### src/rtl/dmem_arbiter.sv
`default_nettype none
// ============================================================================
// Module      : dmem_arbiter
// Description : Shares the single-port data RAM between the CPU load/store
//               path and a loader/debug port. One RAM access per cycle.
//               The CPU is stalled combinationally when it is not granted.
//               Locked loader bursts are bounded by MAX_HOLD cycles in which
//               the CPU is waiting, so the CPU cannot starve.
// Revision    : 1.0 - initial release
// ============================================================================
module dmem_arbiter #(
    parameter int ADDR_WIDTH = 32,
    parameter int DATA_WIDTH = 32,
    parameter int MAX_HOLD   = 16
) (
    input  logic                  clk,
    input  logic                  reset,
    // CPU load/store path
    input  logic                  cpu_req,
    input  logic                  cpu_we,
    input  logic [ADDR_WIDTH-1:0] cpu_addr,
    input  logic [DATA_WIDTH-1:0] cpu_wdata,
    output logic                  cpu_stall,
    output logic [DATA_WIDTH-1:0] cpu_rdata,
    // Loader / debug port
    input  logic                  ldr_req,
    input  logic                  ldr_lock,
    input  logic                  ldr_we,
    input  logic [ADDR_WIDTH-1:0] ldr_addr,
    input  logic [DATA_WIDTH-1:0] ldr_wdata,
    output logic                  ldr_gnt,
    output logic                  ldr_rvalid,
    output logic [DATA_WIDTH-1:0] ldr_rdata,
    // RAM port
    output logic                  mem_write,
    output logic                  mem_read,
    output logic [ADDR_WIDTH-1:0] mem_addr,
    output logic [DATA_WIDTH-1:0] mem_wdata,
    input  logic [DATA_WIDTH-1:0] mem_rdata
);

    // Hold counter must be able to represent MAX_HOLD itself.
    localparam int                  c_HCNT_W     = (MAX_HOLD < 1) ? 1 : $clog2(MAX_HOLD + 1);
    localparam logic [c_HCNT_W-1:0] c_HOLD_LIMIT = c_HCNT_W'(MAX_HOLD);
    localparam logic [c_HCNT_W-1:0] c_HCNT_ONE   = c_HCNT_W'(1);
    localparam logic [c_HCNT_W-1:0] c_HCNT_ZERO  = '0;

    // Encoding of the "last granted requester" state.
    localparam logic [0:0] c_LAST_CPU = 1'b0;
    localparam logic [0:0] c_LAST_LDR = 1'b1;

    // ------------------------------------------------------------------
    // Registered arbitration state
    // ------------------------------------------------------------------
    logic [0:0]            r_last;
    logic                  r_locked;
    logic [c_HCNT_W-1:0]   r_hcnt;
    logic                  r_ldr_rvalid;
    logic [DATA_WIDTH-1:0] r_ldr_rdata;

    // ------------------------------------------------------------------
    // Combinational arbitration
    // ------------------------------------------------------------------
    logic                  w_run;        // high when out of reset
    logic                  w_ldr_locked; // loader still asking for the burst
    logic                  w_force_cpu;  // hold budget exhausted, CPU takes a slot
    logic                  w_hold_ldr;   // locked loader keeps the RAM
    logic [0:0]            w_last_eff;   // last requester as seen by the unlocked rule
    logic                  w_cpu_gnt;
    logic                  w_ldr_gnt;
    logic [0:0]            w_last_nxt;
    logic                  w_locked_nxt;
    logic [c_HCNT_W-1:0]   w_hcnt_nxt;
    logic                  w_ldr_rd;

    // Reset is active-low; while it is asserted no access may be issued.
    assign w_run        = reset;
    assign w_ldr_locked = ldr_req & ldr_lock;
    assign w_force_cpu  = r_locked & w_ldr_locked & cpu_req & (r_hcnt == c_HOLD_LIMIT);
    assign w_hold_ldr   = r_locked & w_ldr_locked & ~w_force_cpu;

    // A dropped lock falls back to round-robin as if the loader went last.
    assign w_last_eff   = r_locked ? c_LAST_LDR : r_last;

    // Grant decision: forced CPU slot, then locked loader, then round-robin.
    always_comb begin
        w_cpu_gnt = 1'b0;
        w_ldr_gnt = 1'b0;
        if (!w_run) begin
            w_cpu_gnt = 1'b0;
            w_ldr_gnt = 1'b0;
        end else if (w_force_cpu) begin
            w_cpu_gnt = 1'b1;
        end else if (w_hold_ldr) begin
            w_ldr_gnt = 1'b1;
        end else if (cpu_req && ldr_req) begin
            if (w_last_eff == c_LAST_LDR) begin
                w_cpu_gnt = 1'b1;
            end else begin
                w_ldr_gnt = 1'b1;
            end
        end else if (cpu_req) begin
            w_cpu_gnt = 1'b1;
        end else if (ldr_req) begin
            w_ldr_gnt = 1'b1;
        end
    end

    // Next arbitration state derived from this cycle's grant.
    always_comb begin
        w_last_nxt   = w_last_eff;
        w_locked_nxt = 1'b0;
        w_hcnt_nxt   = c_HCNT_ZERO;
        if (w_cpu_gnt) begin
            // Any CPU grant (forced or normal) ends a burst.
            w_last_nxt = c_LAST_CPU;
        end else if (w_ldr_gnt) begin
            w_last_nxt = c_LAST_LDR;
            if (w_hold_ldr) begin
                // Only cycles in which the CPU is kept waiting use up budget.
                w_locked_nxt = 1'b1;
                w_hcnt_nxt   = r_hcnt + c_HCNT_W'(cpu_req);
            end else if (ldr_lock) begin
                // Entering a burst counts as the first held grant.
                w_locked_nxt = 1'b1;
                w_hcnt_nxt   = c_HCNT_ONE;
            end
        end
    end

    // Arbitration state register.
    always_ff @(posedge clk or negedge reset) begin
        if (!reset) begin
            r_last   <= c_LAST_LDR;
            r_locked <= 1'b0;
            r_hcnt   <= c_HCNT_ZERO;
        end else begin
            r_last   <= w_last_nxt;
            r_locked <= w_locked_nxt;
            r_hcnt   <= w_hcnt_nxt;
        end
    end

    // ------------------------------------------------------------------
    // RAM drive: follow the granted requester, idle bus is all zeros.
    // ------------------------------------------------------------------
    always_comb begin
        mem_addr  = '0;
        mem_wdata = '0;
        if (w_cpu_gnt) begin
            mem_addr  = cpu_addr;
            mem_wdata = cpu_wdata;
        end else if (w_ldr_gnt) begin
            mem_addr  = ldr_addr;
            mem_wdata = ldr_wdata;
        end
    end

    assign mem_write = (w_cpu_gnt & cpu_we) | (w_ldr_gnt & ldr_we);
    assign mem_read  = (w_cpu_gnt & ~cpu_we) | (w_ldr_gnt & ~ldr_we);

    assign cpu_stall = cpu_req & ~w_cpu_gnt;
    assign cpu_rdata = mem_rdata;
    assign ldr_gnt   = w_ldr_gnt;

    // ------------------------------------------------------------------
    // Loader read return path: one-cycle registered data and valid.
    // ------------------------------------------------------------------
    assign w_ldr_rd = w_ldr_gnt & ~ldr_we;

    // Capture RAM data at the end of a loader read; valid for one cycle.
    always_ff @(posedge clk or negedge reset) begin
        if (!reset) begin
            r_ldr_rvalid <= 1'b0;
            r_ldr_rdata  <= '0;
        end else begin
            r_ldr_rvalid <= w_ldr_rd;
            if (w_ldr_rd) begin
                r_ldr_rdata <= mem_rdata;
            end
        end
    end

    assign ldr_rvalid = r_ldr_rvalid;
    assign ldr_rdata  = r_ldr_rdata;

endmodule
`default_nettype wire

### config.mk
export PLATFORM = sky130hd
export DESIGN_NAME = dmem_arbiter
export DESIGN_NICKNAME = d
export VERILOG_FILES = /design/src/rtl/dmem_arbiter.sv
export SDC_FILE = /design/constraint.sdc
export NUM_CORES = 1
export LEC_CHECK = 0
export CORE_AREA = 2 2 116 118
export DETAILED_ROUTE_END_ITERATION = 8
export DIE_AREA = 0 0 118 120
export PLACE_DENSITY_LB_ADDON = 0.05
export SETUP_SLACK_MARGIN = 0.3
export SYNTH_ARGS = -nofsm -noshare
export SYNTH_HDL_FRONTEND = slang
export SYNTH_SLANG_ARGS = --single-unit
### constraint.sdc
create_clock -name clk -period 2.8 [get_ports clk]
set_input_delay 0.56 -clock clk [delete_from_list [all_inputs] [get_ports clk]]
set_output_delay 0.56 -clock clk [all_outputs]
set_load 0.01 [all_outputs]
Run 1, clock wiring as the flow saved it:
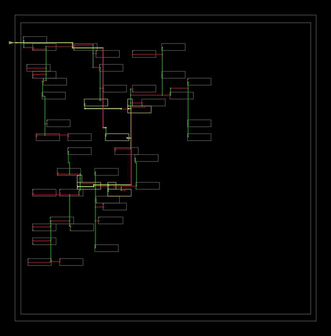
clk latency late pin: 280 ps
clk_skew: 9.270 ps
seq_cells: 40
total CTS buffers: 5

Run 1, routed metal, one colour a layer:
Drawn at 4 px/µm.
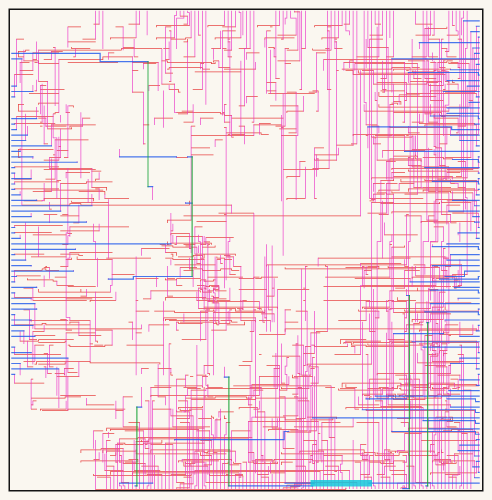
- metal 5: cyan (wire length 13.8 µm)
- metal 1: red (wire length 5310 µm)
- metal 3: blue (wire length 1120 µm)
- metal 4: green (wire length 197 µm)
- metal 2: magenta (wire length 6750 µm)
Tot GR Track Use: 17.66%
total wire length: 13.39 mm
vias post-DR: 3036
routed len/inst: 19.38 µm

Run 1, sequential cells grouped by signal name:
Drawn at 4 px/µm.
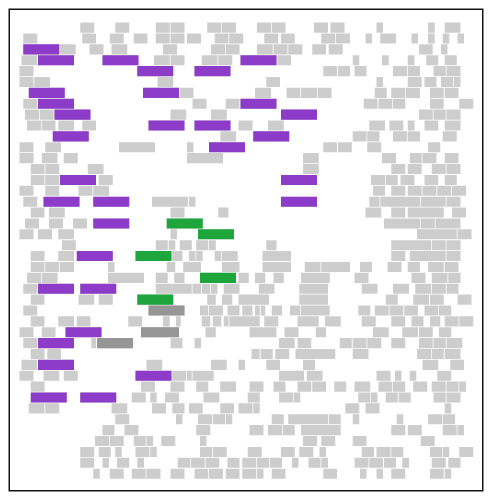
- r_hcnt: green (sequential cells 5)
- ldr_rdata: purple (sequential cells 32)
sequential share of cell area: 16.86%
register area: 1002 µm²
Util after Layout: 45.80%
power in sequential cells: 0.000768 W

Run 1, supply network:
Drawn at 3 px/µm. Pins as bars on the die edge. Tap cells in grey.
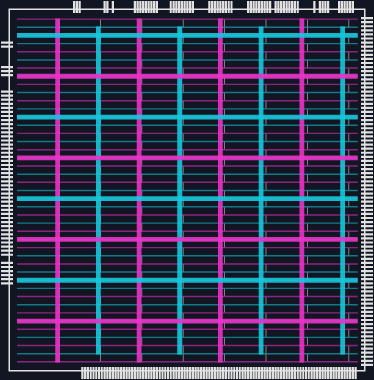
- VSS: magenta
- VDD: cyan
- met4 straps: 8
- met1 rails: 43

==> impl_metrics.json, run 1 <==
{
  "outcome": "completed",
  "comb_cell_power_w": 0.00123,
  "timing.rr.start": "r_hcnt[2]",
  "ys_top_cells_by_count": "a22o_1 (65), dfrtp_1 (39), buf_4 (35)",
  "combPwrFrac_pct": 48.3,
  "drt_iter0_drc": 151,
  "dp.cells": 665,
  "synth_cells": 223,
  "period_used_pct": 96.64,
  "async_flop_share_pct": 100.0,
  "cp_data_required_time_ps": 2240,
  "warning_count": 28,
  "worst_slew_pin_slew_ps": 520.4,
  "edf_count": 0,
  "gp_congestion": 0.8299,
  "synth_top_flop_cell": "dfrtp_1",
  "cts_root_buf": "clkbuf_16",
  "path_clk_slew_ps": 60,
  "p_total_w": 0.002554,
  "top_area_share_pct": 38.52,
  "grt_max_degree": 42,
  "static-leakage-power_nw": 2.605,
  "top_cell": "a22o_1",
  "clockBufferDepth": 2,
  "worstSetupEndpointType": "primary output",
  "die_area_um2": 14160,
  "synth_nets": 392,
  "top_logic_kind": "AND-OR/OR-AND gates",
  "fp-utilization_pct": 19.52,
  "drv_cap": 0,
  "wl_met1_mm": 5.309,
  "max_slew_margin_pct": 65.30,
  "cts.repair.resized": 320,
  "critPathLaunchType": "primary input",
  "port_buffers": 299,
  "rows": 42,
  "mux_share_pct": 14.22,
  "globalRouteMet2Util_pct": 31.18,
  "route.met3.wl_mm": 1.122,
  "ys_seq_share_pct": 39.56,
  "core-area_um2": 12980,
  "power_frac_seq_pct": 30.1,
  "pre_cts_slack_ps": -625.1,
  "hp-class": "in -> async",
  "ir_worst_vdd_v": 0.0002366,
  "cp_top_family": "buffers and inverters",
  "pwr-share-clk_pct": 21.7,
  "reg2reg_slack_ps": 820,
  "grt_use_met3_pct": 6.606,
  "setup_ws_ps": 94.03
}
-- run 1: registers in the layout (all words and copies together) (netlist names) --
| signal | flops |
|---|---|
| r_locked | 1 |
| ldr_rdata | 32 |
| r_hcnt | 5 |
| ldr_rvalid | 1 |
| r_last | 1 |
-- run 1: layout make-up --
type,count,share of cell area (%)
Timing Repair Buffer,333,55.84
Sequential cell,40,16.86
Clock buffer,5,2.105
Clock inverter,3,0.3157
Tap cell,176,3.704
Inverter,4,0.3789
Multi-Input combinational cell,130,20.80
-- run 1: logic make-up after synthesis --
| logic type | Yosys count |
|---|---|
| AOI/OAI and AO/OA | 72 |
| buffers and inverters | 53 |
| DFF | 40 |
| muxes | 32 |
| and+or+nand+nor | 21 |
| xor gates and xnor gates | 3 |
| adders and majority gates | 2 |
==> run 2: changes to the inputs <==
--- a/config.mk
+++ b/config.mk
@@ -6,6 +6,7 @@
 export NUM_CORES = 1
 export LEC_CHECK = 0
 export CORE_AREA = 2 2 116 118
+export CTS_CLUSTER_SIZE = 8
 export DETAILED_ROUTE_END_ITERATION = 8
 export DIE_AREA = 0 0 118 120
 export PLACE_DENSITY_LB_ADDON = 0.05
Run 2, cell area per tile:
Drawn at 3 px/µm. The die is cut into 12 by 12 equal tiles; white is low, dark blue is high, 0 to 100% covered.
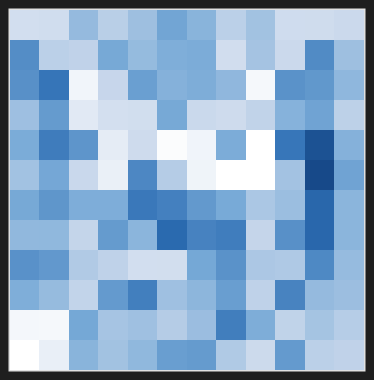
- densest ninth of the die: middle right
- tiles over 75% full: 3.5%
- mean over tiles: 40%
- fullest tile: 90%
CORE AREA: 12980 µm²
Init Core Util: 19.52%

==> impl_metrics.json, run 2 <==
{
  "outcome": "completed",
  "comb_cell_power_w": 0.00123,
  "edf_count": 0,
  "synth_cells": 223,
  "synth_top_flop_cell": "dfrtp_1",
  "gp_congestion": 0.8299,
  "cts.repair.resized": 320,
  "cts_root_buf": "clkbuf_16",
  "rows": 42,
  "top_logic_kind": "AND-OR/OR-AND gates",
  "max_slew_margin_pct": 65.30,
  "period_used_pct": 96.64,
  "pwr-share-clk_pct": 21.7,
  "p_total_w": 0.002554,
  "grt_usage_pct": 17.66,
  "clock_latency_ps": 280,
  "clock_skew_ps": 9.270,
  "die_area_um2": 14160,
  "static-leakage-power_nw": 2.605,
  "combPwrFrac_pct": 48.3,
  "mux_share_pct": 14.22,
  "wl_mm": 13.39,
  "path_clk_slew_ps": 60,
  "setup_ws_ps": 94.03,
  "top_cell": "a22o_1",
  "largest_reg_flops": 32,
  "cts_buffers": 5,
  "worstSetupEndpointType": "primary output",
  "wl_per_cell_um": 19.38,
  "drv_cap": 0,
  "pg_seq_w": 0.000768,
  "reg2reg_slack_ps": 820,
  "power_frac_seq_pct": 30.1,
  "top_area_share_pct": 38.52,
  "pre_cts_slack_ps": -625.1,
  "port_buffers": 299,
  "ys_top_cells_by_count": "a22o_1 (65), dfrtp_1 (39), buf_4 (35)",
  "async_flop_share_pct": 100.0,
  "vias": 3036,
  "grt_max_degree": 42
}
Run 2, routed metal, one colour a layer:
Drawn at 4 px/µm.
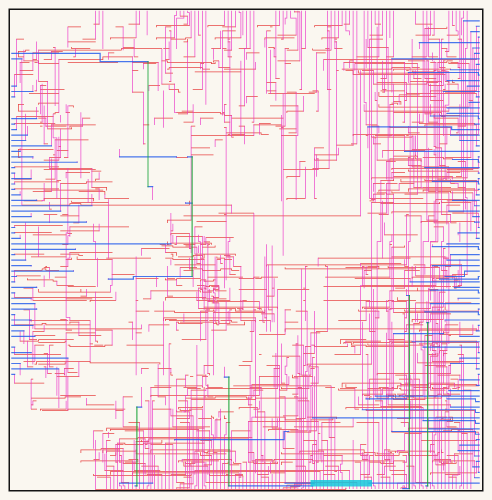
- metal 1: red (wire length 5310 µm)
- metal 2: magenta (wire length 6750 µm)
- metal 3: blue (wire length 1120 µm)
- metal 4: green (wire length 197 µm)
- metal 5: cyan (wire length 13.8 µm)

## run 2: final cells by class
type	count	area [µm²]	area share, %
Clock buffer	5	125.1	2.105
Timing Repair Buffer	333	3319	55.84
Clock inverter	3	18.77	0.3157
Inverter	4	22.52	0.3789
Multi-Input combinational cell	130	1236	20.80
Sequential cell	40	1002	16.86
Tap cell	176	220.2	3.704
## run 2: routing by layer
metal / global-route usage, % / share of wire (%) / up-vias / wire [µm]
met2: 31.18 / 50 / 160 / 6751
met5: 0 / 0.097 / - / 13
met1: 20.32 / 40 / 1456 / 5309
met4: 3.991 / 1.5 / 2 / 197
li1: - / - / 1403 / -
met3: 6.606 / 8.4 / 15 / 1122
Run 2, sequential cells grouped by signal name:
Drawn at 4 px/µm.
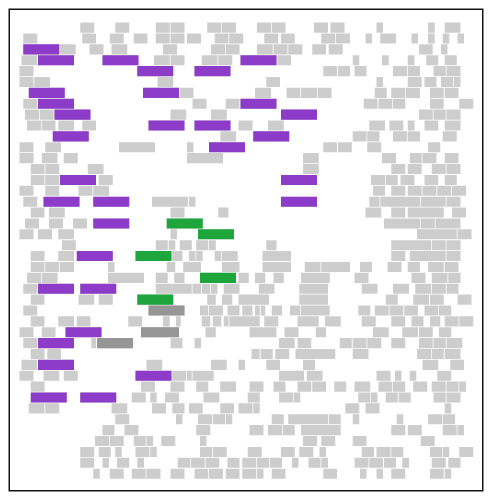

==> run 3: changes to the inputs <==
--- a/config.mk
+++ b/config.mk
@@ -5,11 +5,14 @@
 export SDC_FILE = /design/constraint.sdc
 export NUM_CORES = 1
 export LEC_CHECK = 0
+export CAP_MARGIN = 25
 export CORE_AREA = 2 2 116 118
 export CTS_CLUSTER_SIZE = 8
 export DETAILED_ROUTE_END_ITERATION = 8
 export DIE_AREA = 0 0 118 120
+export GPL_TIMING_DRIVEN = 0
 export PLACE_DENSITY_LB_ADDON = 0.05
+export REMOVE_ABC_BUFFERS = 1
 export SETUP_SLACK_MARGIN = 0.3
 export SYNTH_ARGS = -nofsm -noshare
 export SYNTH_HDL_FRONTEND = slang
Run 3, sequential cells grouped by signal name:
Drawn at 4 px/µm.
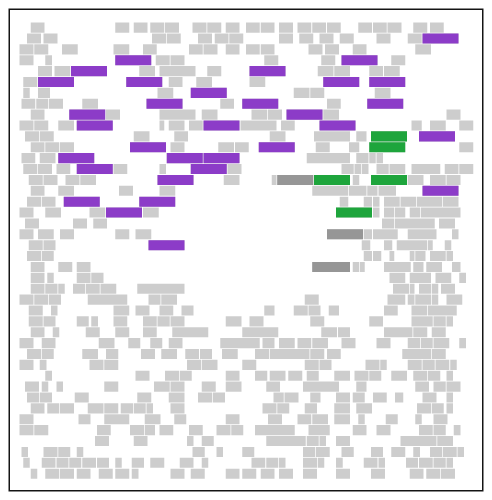
- ldr_rdata: purple (sequential cells 32)
- r_hcnt: green (sequential cells 5)

==> impl_metrics.json, run 3 <==
{
  "area_share_nonclk_buffers_pct": 57.07,
  "met1_usage_pct": 17.87,
  "warning_count": 27,
  "critPathLaunchType": "register",
  "cts_tree": "done",
  "sh_seq_area_pct": 16.30,
  "dp.cells": 653,
  "synth_top_flop_cell": "dfrtp_1",
  "worst_slew_pin_slew_ps": 491.8,
  "clockBufferDepth": 2,
  "port_buffers": 299,
  "placed_area_um2": 5498,
  "worstSetupEndpointType": "primary output",
  "grt_usage_pct": 17.72,
  "top_logic_kind": "AND-OR/OR-AND gates",
  "drv_slew": 0,
  "largest_reg_flops": 32,
  "grt_max_degree": 40,
  "outcome": "completed",
  "globalRouteMet2Util_pct": 33.25,
  "ir_worst_vdd_v": 0.0003025,
  "ys_top_cells_by_count": "a22o_1 (65), dfrtp_1 (39), buf_4 (35)",
  "layout.non_clock_buffers": 346,
  "wl_per_cell_um": 19.16,
  "wl_met1_mm": 4.853,
  "diodes": 0,
  "setup_ws_ps": 4.830,
  "rows": 42,
  "vias": 3000,
  "lay_top_cells": "clkdlybuf4s50_1 (227), a22o_1 (64), buf_2 (45), buf_6 (39), dfrtp_1 (39)",
  "num-nets-final": 697,
  "wl_mm": 13.51,
  "edf_count": 0,
  "cts_root_buf": "clkbuf_16",
  "io_pins": 300,
  "static-leakage-power_nw": 2.706,
  "drt_iter0_drc": 77,
  "comb_cells": 130,
  "synth_cells": 223,
  "met2_wirelength_mm": 7.129,
  "nClkBuffers": 6,
  "cts_buffers": 5,
  "top_layer_used": "met4",
  "async_flop_share_pct": 100.0,
  "clock_latency_ps": 280,
  "reg2reg_slack_ps": 720,
  "mux_share_pct": 14.22,
  "sh_comb_area_pct": 19.92,
  "gp_congestion": 0.7792,
  "cp_data_required_time_ps": 2240,
  "yosysTopAreaCell": "dfrtp_1",
  "grt_use_met3_pct": 7.890,
  "largestClassByArea": "buffers",
  "cp_top_family": "simple AND/OR/NAND/NOR gates",
  "cp_cell_sequence": "or2_1 -> or3_4 -> a21boi_4 -> buf_12 -> buf_16 -> clkbuf_16 -> a22o_1 -> buf_6",
  "ys_warn_count": 0,
  "pre_cts_slack_ps": -1146,
  "die_width_um": 118,
  "route.met3.wl_mm": 1.249,
  "layout_min_cycle_time_ps": 2795,
  "path_clk_slew_ps": 60,
  "clock_skew_ps": 4.678,
  "period_used_pct": 99.83,
  "core-area_um2": 12980,
  "power_density_nw_per_um2": 437.2,
  "top_cell": "a22o_1",
  "regArea_um2": 1002,
  "drv_cap": 0,
  "clk_share_pct": 2.665,
  "seq_cells": 40,
  "fp-utilization_pct": 19.52,
  "ys_seq_share_pct": 39.56,
  "cts.repair.resized": 345,
  "grt.busiest_layer": "met2",
  "die_area_um2": 14160,
  "inv_count": 5
}
Run 3, cell area per tile:
Drawn at 3 px/µm. The die is cut into 12 by 12 equal tiles; white is low, dark blue is high, 0 to 100% covered.
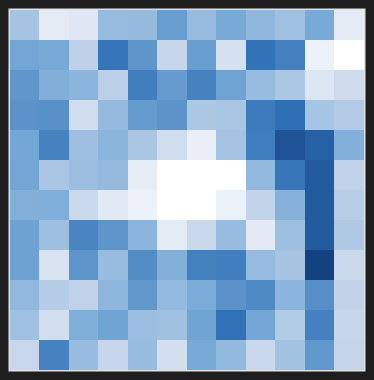
- mean over tiles: 42%
- emptiest ninth of the die: centre
- tiles over 75% full: 4.9%
- fullest tile: 93%
Util after Layout: 47.38%

[run 3: cell counts after synthesis]
Identical to the previous run, type by type.
[run 3: final timing paths]
check / to / start / depth (start not counted)
hold reg to reg: ldr_rdata[23] / ldr_rdata[23] / 1
hold / removal: ldr_rdata[10] / reset / 1
setup / recovery: mem_wdata[23] / r_hcnt[2] / 8
max in group asynchronous: r_last / reset / 2
setup reg to reg: ldr_rdata[20] / r_hcnt[2] / 5
min in group clk: ldr_rdata[23] / ldr_rdata[23] / 1
[run 3: where the power goes]
| group | internal, W | total [W] | leakage [nW] | switching [W] |
|---|---|---|---|---|
| Combinational | 0.000818 | 0.00127 | 2.14 | 0.000456 |
| Sequential | 0.000709 | 0.000770 | 0.487 | 0.0000611 |
| Clock | 0.000419 | 0.000644 | 0.0808 | 0.000225 |
Power and IR drop assume default switching activity.
